Run 1, clock routing:
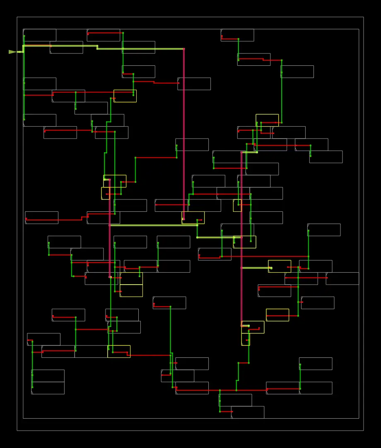
Run 1, routed metal, one color a layer:
(3 px per um)
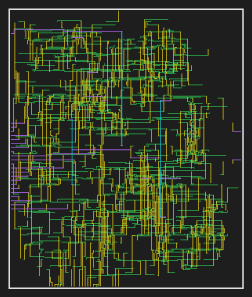
Run 1, the metal 3 layer:
(4 px per um)
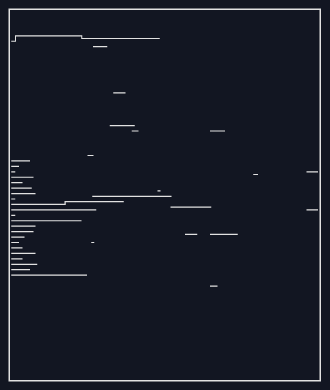
### config.mk
export PLATFORM = sky130hd
export DESIGN_NAME = phy_rx_sync_ctrl
export DESIGN_NICKNAME = d
export VERILOG_FILES = /design/src/rtl/phy_rx_sync_ctrl.sv
export SDC_FILE = /design/constraint.sdc
export NUM_CORES = 1
export LEC_CHECK = 0
export CORE_ASPECT_RATIO = 1.2
export CORE_UTILIZATION = 45
export CTS_CLUSTER_DIAMETER = 100
export DETAILED_ROUTE_END_ITERATION = 8
export PLACE_DENSITY_LB_ADDON = 0.12
export SLEW_MARGIN = 40
export SYNTH_ARGS = -nofsm -noshare
export SYNTH_HDL_FRONTEND = slang
export SYNTH_SLANG_ARGS = --single-unit
export TNS_END_PERCENT = 20
### constraint.sdc
create_clock -name clk_f -period 4.85 [get_ports clk_f]
set_input_delay 0.97 -clock clk_f [delete_from_list [all_inputs] [get_ports clk_f]]
set_output_delay 0.97 -clock clk_f [all_outputs]
set_load 0.01 [all_outputs]
### src/rtl/phy_rx_sync_ctrl.sv
// Two-lane comma lock controller: per-lane SEARCH/LOCKING/ACTIVE FSMs with bit-slip realignment.
// Optional macro PHY_RX_LANE_GATE_EN holds back payload until both lanes are locked.

module phy_rx_sync_lane #(
    parameter logic [7:0] COM_CHAR     = 8'hBC,
    parameter logic [7:0] IDLE_CHAR    = 8'h7C,
    parameter int         COM_COUNT    = 4,
    parameter int         SLIP_TIMEOUT = 8,
    parameter int         SLIP_HOLDOFF = 2
) (
    input  logic       clk_f,
    input  logic       reset,
    input  logic       resync,
    input  logic [7:0] byte_in,
    input  logic       byte_vld,
    input  logic       gate_ok,
    output logic       lock_now,
    output logic       payload,
    output logic       bit_slip,
    output logic [7:0] data_out,
    output logic       valid_out,
    output logic       active
);
    typedef enum logic [1:0] {SEARCH, LOCKING, ACTIVE} lane_state_t;

    localparam logic [3:0] COM_LAST  = 4'(COM_COUNT - 1);
    localparam logic [7:0] MISS_LAST = 8'(SLIP_TIMEOUT - 1);
    localparam logic [7:0] HOLD_LOAD = 8'(SLIP_HOLDOFF);

    lane_state_t state;
    logic [3:0]  com_cnt;
    logic [7:0]  miss_cnt;
    logic [7:0]  holdoff_cnt;
    logic        is_com;
    logic        is_idle;

    assign is_com  = (byte_in == COM_CHAR);
    assign is_idle = (byte_in == IDLE_CHAR);

    // Look-ahead flags let the top compute all_active for the same edge as the lane outputs.
    assign lock_now = !resync && byte_vld && (state == LOCKING) && is_com && (com_cnt >= COM_LAST);
    assign payload  = !resync && byte_vld && (state == ACTIVE) && !is_com && !is_idle;

    always_ff @(posedge clk_f) begin
        if (reset) begin
            state       <= SEARCH;
            com_cnt     <= '0;
            miss_cnt    <= '0;
            holdoff_cnt <= '0;
            bit_slip    <= 1'b0;
            data_out    <= 8'h00;
            valid_out   <= 1'b0;
            active      <= 1'b0;
        end else begin
            bit_slip  <= 1'b0;
            valid_out <= 1'b0;
            if (resync) begin
                state       <= SEARCH;
                com_cnt     <= '0;
                miss_cnt    <= '0;
                holdoff_cnt <= '0;
                active      <= 1'b0;
            end else if (byte_vld) begin
                unique case (state)
                    SEARCH: begin
                        // After a slip the deserializer output is unreliable for a few bytes.
                        if (holdoff_cnt != 8'd0) begin
                            holdoff_cnt <= holdoff_cnt - 8'd1;
                        end else if (is_com) begin
                            com_cnt  <= 4'd1;
                            miss_cnt <= '0;
                            state    <= LOCKING;
                        end else if (miss_cnt >= MISS_LAST) begin
                            miss_cnt    <= '0;
                            holdoff_cnt <= HOLD_LOAD;
                            bit_slip    <= 1'b1;
                        end else begin
                            miss_cnt <= miss_cnt + 8'd1;
                        end
                    end
                    LOCKING: begin
                        if (is_com) begin
                            if (com_cnt >= COM_LAST) begin
                                state  <= ACTIVE;
                                active <= 1'b1;
                            end else begin
                                com_cnt <= com_cnt + 4'd1;
                            end
                        end else begin
                            state    <= SEARCH;
                            com_cnt  <= '0;
                            miss_cnt <= '0;
                        end
                    end
                    ACTIVE: begin
                        if (payload && gate_ok) begin
                            data_out  <= byte_in;
                            valid_out <= 1'b1;
                        end
                    end
                    default: begin
                        state <= SEARCH;
                    end
                endcase
            end
        end
    end
endmodule

module phy_rx_sync_ctrl #(
    parameter logic [7:0] COM_CHAR     = 8'hBC,
    parameter logic [7:0] IDLE_CHAR    = 8'h7C,
    parameter int         COM_COUNT    = 4,
    parameter int         SLIP_TIMEOUT = 8,
    parameter int         SLIP_HOLDOFF = 2
) (
    input  logic       clk_f,
    input  logic       reset,
    input  logic [7:0] byte_in_0,
    input  logic       byte_vld_0,
    input  logic [7:0] byte_in_1,
    input  logic       byte_vld_1,
    input  logic       resync,
    output logic       bit_slip_0,
    output logic       bit_slip_1,
    output logic [7:0] data_out_0,
    output logic       valid_out_0,
    output logic [7:0] data_out_1,
    output logic       valid_out_1,
    output logic       active_0,
    output logic       active_1,
    output logic       all_active
);
    logic lock_now_0;
    logic lock_now_1;
    logic payload_0;
    logic payload_1;
    logic all_next;
    logic gate_ok;

    // all_active rises on the same edge as the second lane's active, so gating lines up exactly.
    assign all_next = !resync && (active_0 || lock_now_0) && (active_1 || lock_now_1);

`ifdef PHY_RX_LANE_GATE_EN
    assign gate_ok = all_next;
`else
    assign gate_ok = 1'b1;
`endif

    phy_rx_sync_lane #(
        .COM_CHAR    (COM_CHAR),
        .IDLE_CHAR   (IDLE_CHAR),
        .COM_COUNT   (COM_COUNT),
        .SLIP_TIMEOUT(SLIP_TIMEOUT),
        .SLIP_HOLDOFF(SLIP_HOLDOFF)
    ) lane_0 (
        .clk_f    (clk_f),
        .reset    (reset),
        .resync   (resync),
        .byte_in  (byte_in_0),
        .byte_vld (byte_vld_0),
        .gate_ok  (gate_ok),
        .lock_now (lock_now_0),
        .payload  (payload_0),
        .bit_slip (bit_slip_0),
        .data_out (data_out_0),
        .valid_out(valid_out_0),
        .active   (active_0)
    );

    phy_rx_sync_lane #(
        .COM_CHAR    (COM_CHAR),
        .IDLE_CHAR   (IDLE_CHAR),
        .COM_COUNT   (COM_COUNT),
        .SLIP_TIMEOUT(SLIP_TIMEOUT),
        .SLIP_HOLDOFF(SLIP_HOLDOFF)
    ) lane_1 (
        .clk_f    (clk_f),
        .reset    (reset),
        .resync   (resync),
        .byte_in  (byte_in_1),
        .byte_vld (byte_vld_1),
        .gate_ok  (gate_ok),
        .lock_now (lock_now_1),
        .payload  (payload_1),
        .bit_slip (bit_slip_1),
        .data_out (data_out_1),
        .valid_out(valid_out_1),
        .active   (active_1)
    );

    always_ff @(posedge clk_f) begin
        if (reset) begin
            all_active <= 1'b0;
        end else begin
            all_active <= all_next;
        end
    end
endmodule

==> results_dict.tcl, run 1 <==
# yosys + openroad results
set metrics [dict create \
    outcome "completed" \
    worst_slew_pin_slew_ns 0.6885 \
    syn_inst 337 \
    finalCritPeriodShare 0.5511 \
    critPathCaptureType "register" \
    edf_count 0 \
    final_cell_mix "dfxtp_1 (67), nor2_1 (52), clkdlybuf4s50_1 (43)" \
    dr_wl_met3_um 252 \
    gp_congestion 0.8323 \
    mostFrequentLayoutCell "dfxtp_1" \
    adder_share 0.03261 \
    met1_usage 0.2325 \
    die_area_um2 7156 \
    pwr-share-seq 0.427 \
    wl_met2_um 3021 \
    p_comb_frac 0.294 \
    die_y_um 92.47 \
    top_cell_area_share 0.4370 \
    slowest_delay_ns 0.58 \
    hold_path_class "reg2reg" \
    critical_path_class "in2reg" \
    synth-simple-area-share 0.3000 \
    hold_buffers 0 \
    path_delay_family "simple AND/OR/NAND/NOR gates" \
    cellPowerDensity_nw_per_um2 382.7 \
    max_freq_ghz 0.3741 \
    largest_area_cell "dfxtp_1" \
    reg2reg_depth 5 \
    clk_pin_slew_worst_paths_ns 0.07 \
    synth_xor_xnor_area_share 0.01141 \
    cap_violations 0 \
    grt_overflow 0 \
    compound_area_frac 0.1468 \
    rrSetupSlack_ns 2.92 \
    htree_levels 3 \
    drive_gt1_frac 0.08527 \
    whs_endpoint "lane_0.miss_cnt[4]" \
    ctsResizeCount 0 \
    synth.distinct_cells 55 \
    ys_area_um2 3069 \
    ys_ff 67 \
    min_period_ns 2.673 \
    grt_max_degree 21 \
    insertedDiodeCount 0 \
    ff_type "dfxtp_1" \
    detail-route-antenna-nets 0 \
    final-hold-violation-count 0 \
    grt_first_pass_wirelength_um 11140 \
    crit_buf_inv 1 \
    power.net_switching_w 0.0004782 \
    hpwl_um 4610 \
    crit_chain "clkdlybuf4s50_1, and4bb_2, nand4_2, a21oi_1, o21ai_0, and3_1" \
    rows 32 \
    clock_latency_ns 0.33 \
    routed.top_layer "met4" \
    critPathSlowestCell "a21oi_1" \
    area_leaders "dfxtp_1 (44%), nor2_1 (6.4%), mux2i_1 (5.2%)" \
    r2r-end "lane_1.holdoff_cnt[1]" \
    clockBufferDepth 2 \
    grt_pass1_vias 2541 \
    mux_share 0.05218 \
    postSynthSeqShare 0.4370 \
    rsz0062_at_grt "false" \
]
Back to the opening pictures, 'clock routing':
skew final: 0.009042 ns
Sink Count: 67
flip-flops: 67
TritonCTS Buffers: 9

Back to the opening pictures, 'routed metal, one color a layer':
Cyan marks met4, wire length 98.6 um. Purple marks met3, wire length 253 um. Yellow marks met2, wire length 3,020 um. Green marks met1, wire length 3,000 um.
via count: 2,634
WL final: 6369 um
gr usage total: 0.1928
routed len/inst: 13.49 um

Back to the opening pictures, 'the metal 3 layer':
The layer holds 4.0% of the routed length. The layer carries 253 um of wire.
grt met3 use: 0.04631

## run 1: layout make-up
class                   count  area, um^2
inverters                   4       15.01
well taps                  85       106.4
fillers                   593        2793
clock inverters             3       15.01
clock buffers              11       151.4
flip-flops and latches     67        1341
repair buffers             44       437.9
multi-input cells         258        1667
## run 1: power by group through the flow
stage	logic [W]	registers (W)	clock network [W]
floorplan	0.000352	0.000614	0
global placement	0.000410	0.000621	0
detailed placement	0.000419	0.000621	0
CTS	0.000423	0.000609	0.000414
global route	0.000469	0.000615	0.000439
finish	0.000420	0.000610	0.000399
## run 1: worst max path at each step
stage                     slack, ns          from               endpoint  cells past startpoint
after global placement         1.87  byte_in_1[1]  lane_1.holdoff_cnt[1]                      6
after floorplan                2.60  byte_in_0[1]      lane_0.com_cnt[1]                      6
after global routing           1.98  byte_in_1[7]  lane_1.holdoff_cnt[1]                      6
after detailed placement       1.81  byte_in_1[1]  lane_1.holdoff_cnt[1]                      6
final                          2.18  byte_in_1[1]  lane_1.holdoff_cnt[1]                      6
after CTS                      2.17  byte_in_1[1]  lane_1.holdoff_cnt[1]                      6
## run 1: through the flow
stage	worst slack, ns	cells	area (um^2)	total power [W]
6_report	2.177	472	3734	0.001429
5_1_grt	1.975	472	3734	0.001523
4_1_cts	2.173	472	3734	0.001446
3_5_place_dp	1.815	458	3567	0.001040
3_3_place_gp	1.872	458	3567	0.001031
2_1_floorplan	2.598	337	3069	0.0009662
## run 1: flip-flops by register name, indices dropped and copies added (netlist names), 2 cells and up
name	flops
lane_0.miss_cnt	8
lane_1.state	2
lane_0.holdoff_cnt	8
lane_0.state	2
lane_1.miss_cnt	8
lane_1.com_cnt	4
lane_0.com_cnt	4
lane_1.holdoff_cnt	8
lane_0.data_out	8
lane_1.data_out	8
Run 1, clock distribution:
(4 px per um)
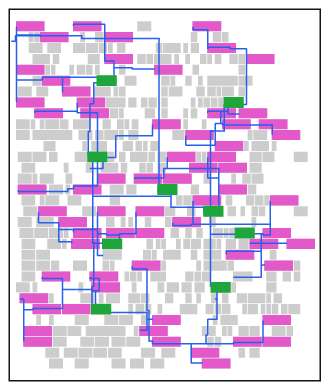

--- run 2 (diff from run 1) ---
==> constraint.sdc (replaced) <==
create_clock -name clk_f -period 2.3 [get_ports clk_f]
set_input_delay 0.46 -clock clk_f [delete_from_list [all_inputs] [get_ports clk_f]]
set_output_delay 0.46 -clock clk_f [all_outputs]
set_load 0.01 [all_outputs]
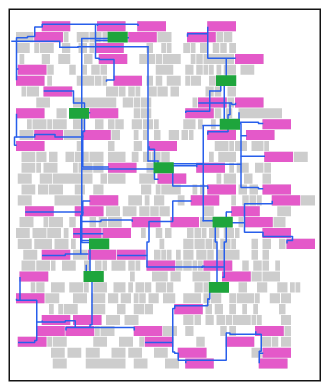
Run 2: clock distribution
(4 px per um)
Magenta marks flip-flops, count 67. Blue marks clock wires, length 869 um. Green marks cells driving clock nets, count 9.
Position of the flops: all over the die. There are 10 routed clock nets.
clock network power: 0.00105 W
Worst-Skew Late Latency: 0.34 ns
clock power share: 0.318
skew final: 0.007540 ns

==> results_dict.tcl, run 2 <==
# yosys + openroad results
set metrics [dict create \
    edf_count 0 \
    syn_avg_cell_area_um2 9.107 \
    grt_max_degree 19 \
    cts_tree "built" \
    routedWlPerCell_um 13.54 \
    fp_util 0.4703 \
    finalCritPeriodShare 0.8671 \
    peakVddDrop_mv 0.4922 \
    min_period_ns 1.994 \
    ys_area_um2 3069 \
    max_freq_ghz 0.5014 \
    hold_buffers 0 \
    vias_per_cell 5.439 \
    drtIter0Drc 169 \
    clockRootBuffer "clkbuf_8" \
    outcome "completed" \
    warnings 28 \
    critical_path_required_ns 2.53 \
    drc 0 \
    ctsResizeCount 0 \
    nFillCells 580 \
    cellPowerDensity_nw_per_um2 830.3 \
    htree_levels 3 \
    ys_ff 67 \
    synth.distinct_cells 55 \
    detail-route-antenna-nets 0 \
    final-hold-violation-count 0 \
    finalPower_w 0.003301 \
    port_buffers 43 \
    antenna_found_initial 0 \
    drive_gt1_frac 0.1425 \
    cp-start-kind "input port" \
    insertedDiodeCount 0 \
    rows 32 \
    routed_wl_um 6755 \
    drt-pass1-iter-count 4 \
    yosysWarnings 0 \
    clock-sinks 67 \
    utilization 0.6091 \
    area_leaders "dfxtp_1 (44%), nor2_1 (6.4%), mux2i_1 (5.2%)" \
    syn-cell-area_um2 3069 \
    critPathCaptureType "register" \
    hpwl_um 4967 \
    gp_congestion 0.8148 \
    grt_use_total 0.2083 \
    grt_first_pass_wirelength_um 11790 \
    rrSetupSlack_ns 0.53 \
    vias 2714 \
    largest_area_cell "dfxtp_1" \
    cp_max_fo 15 \
    slowest_delay_ns 0.45 \
    rsz0062_at_grt "false" \
    top_cells_by_count "dfxtp_1 (67), nor2_1 (52), a21oi_1 (28)" \
    postSynthSeqShare 0.4370 \
    dp.cells 483 \
    coreArea_um2 6526 \
    die_y_um 92.47 \
    cap_violations 0 \
    ff_type "dfxtp_1" \
    syn_nets 366 \
    crit_chain "clkdlybuf4s50_1, nand4bb_4, or3_1, a21oi_4, or4b_1, a21oi_1" \
    clk_pin_slew_worst_paths_ns 0.08 \
    crit_buf_inv 1 \
    final_cell_mix "dfxtp_1 (67), nor2_1 (52), clkdlybuf4s50_1 (43)" \
    critPathSlowestCell "or3_1" \
    slew_violations 0 \
    nets 438 \
    syn_inst 337 \
    num_io_pins 44 \
    path_delay_family "simple AND/OR/NAND/NOR gates" \
    cp.arrival_ns 2.22 \
    grt_overflow 0 \
    die_w_um 77.39 \
    worst_slew_pin_slew_ns 0.5172 \
    synth_stat.cells 337 \
    leakage_nw 1.490 \
    syn_to_final_growth_pct 29.51 \
    timing.hold.ws_ns 0.4604 \
    top_cell_area_share 0.4370 \
    hold_path_class "reg2reg" \
    grt_pass1_vias 2621 \
    async_reset_ff_frac 0 \
    cts_made_buffers 9 \
    yosysMostFrequentCell "dfxtp_1" \
    die_area_um2 7156 \
    clockBufferDepth 2 \
    critical_path_class "in2reg" \
]
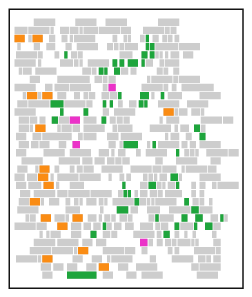
Run 2: gate-type map
(3 px per um)
Orange marks multiplexers, cells 16, most used mux2i_1. Green marks NAND gates, cells 51, most used nand2_1. Magenta marks AND-OR and OR-AND gates, cells 4, most used a21o_1.
logic share of the area: 0.4193
Final Non-Filler Cells: 499
most frequent logic cell in the layout: dfxtp_1

run 2: area by class of cell:
| cell class | count | area (um^2) | share of cell area |
|---|---|---|---|
| Timing Repair Buffer | 69 | 638.1 | 0.1605 |
| Clock inverter | 6 | 80.08 | 0.02014 |
| Multi-Input combinational cell | 258 | 1667 | 0.4193 |
| Tap cell | 85 | 106.4 | 0.02675 |
| Clock buffer | 10 | 127.6 | 0.03211 |
| Sequential cell | 67 | 1341 | 0.3374 |
| Inverter | 4 | 15.01 | 0.003777 |
run 2: metrics by stage:
step | setup TNS, ns | setup slack [ns] | cell area (um^2)
finish | 0 | 0.3057 | 3975
global route | 0 | 0.2005 | 3975
CTS | 0 | 0.3040 | 3975
detailed placement | -0.4190 | -0.06000 | 3767
global placement | 0 | 0.02137 | 3767
floorplan | 0 | 0.5577 | 3069
run 2: logic make-up (layout without fill, tap and decap cells):
group	count (synthesis)	in the layout	synth area share
AOI/OAI and AO/OA	68	68	0.1468
muxes	16	16	0.05218
DFF	67	67	0.4370
and+or+nand+nor	162	162	0.3000
adders and majority gates	8	8	0.03261
buffers and inverters	12	89	0.01997
xor gates and xnor gates	4	4	0.01142
run 2: final timing paths:
kind                 startpoint  cells past startpoint               endpoint
min          lane_0.miss_cnt[4]                      2     lane_0.miss_cnt[4]
max                byte_in_0[1]                      6  lane_0.holdoff_cnt[4]
min reg2reg  lane_0.miss_cnt[4]                      2     lane_0.miss_cnt[4]
max reg2reg  lane_1.miss_cnt[0]                      7  lane_1.holdoff_cnt[5]
run 2: per-layer routing:
layer	track usage	share of wire
met5	0	0
met3	0.05517	0.056
met1	0.2387	0.45
met4	0.1085	0.019
met2	0.3532	0.48
run 2: power breakdown:
group	switching, W	internal (W)
Clock	0.000447	0.000603
Combinational	0.000556	0.000409
Sequential	0.0000656	0.00122
Power is estimated from default activity; no workload was simulated.
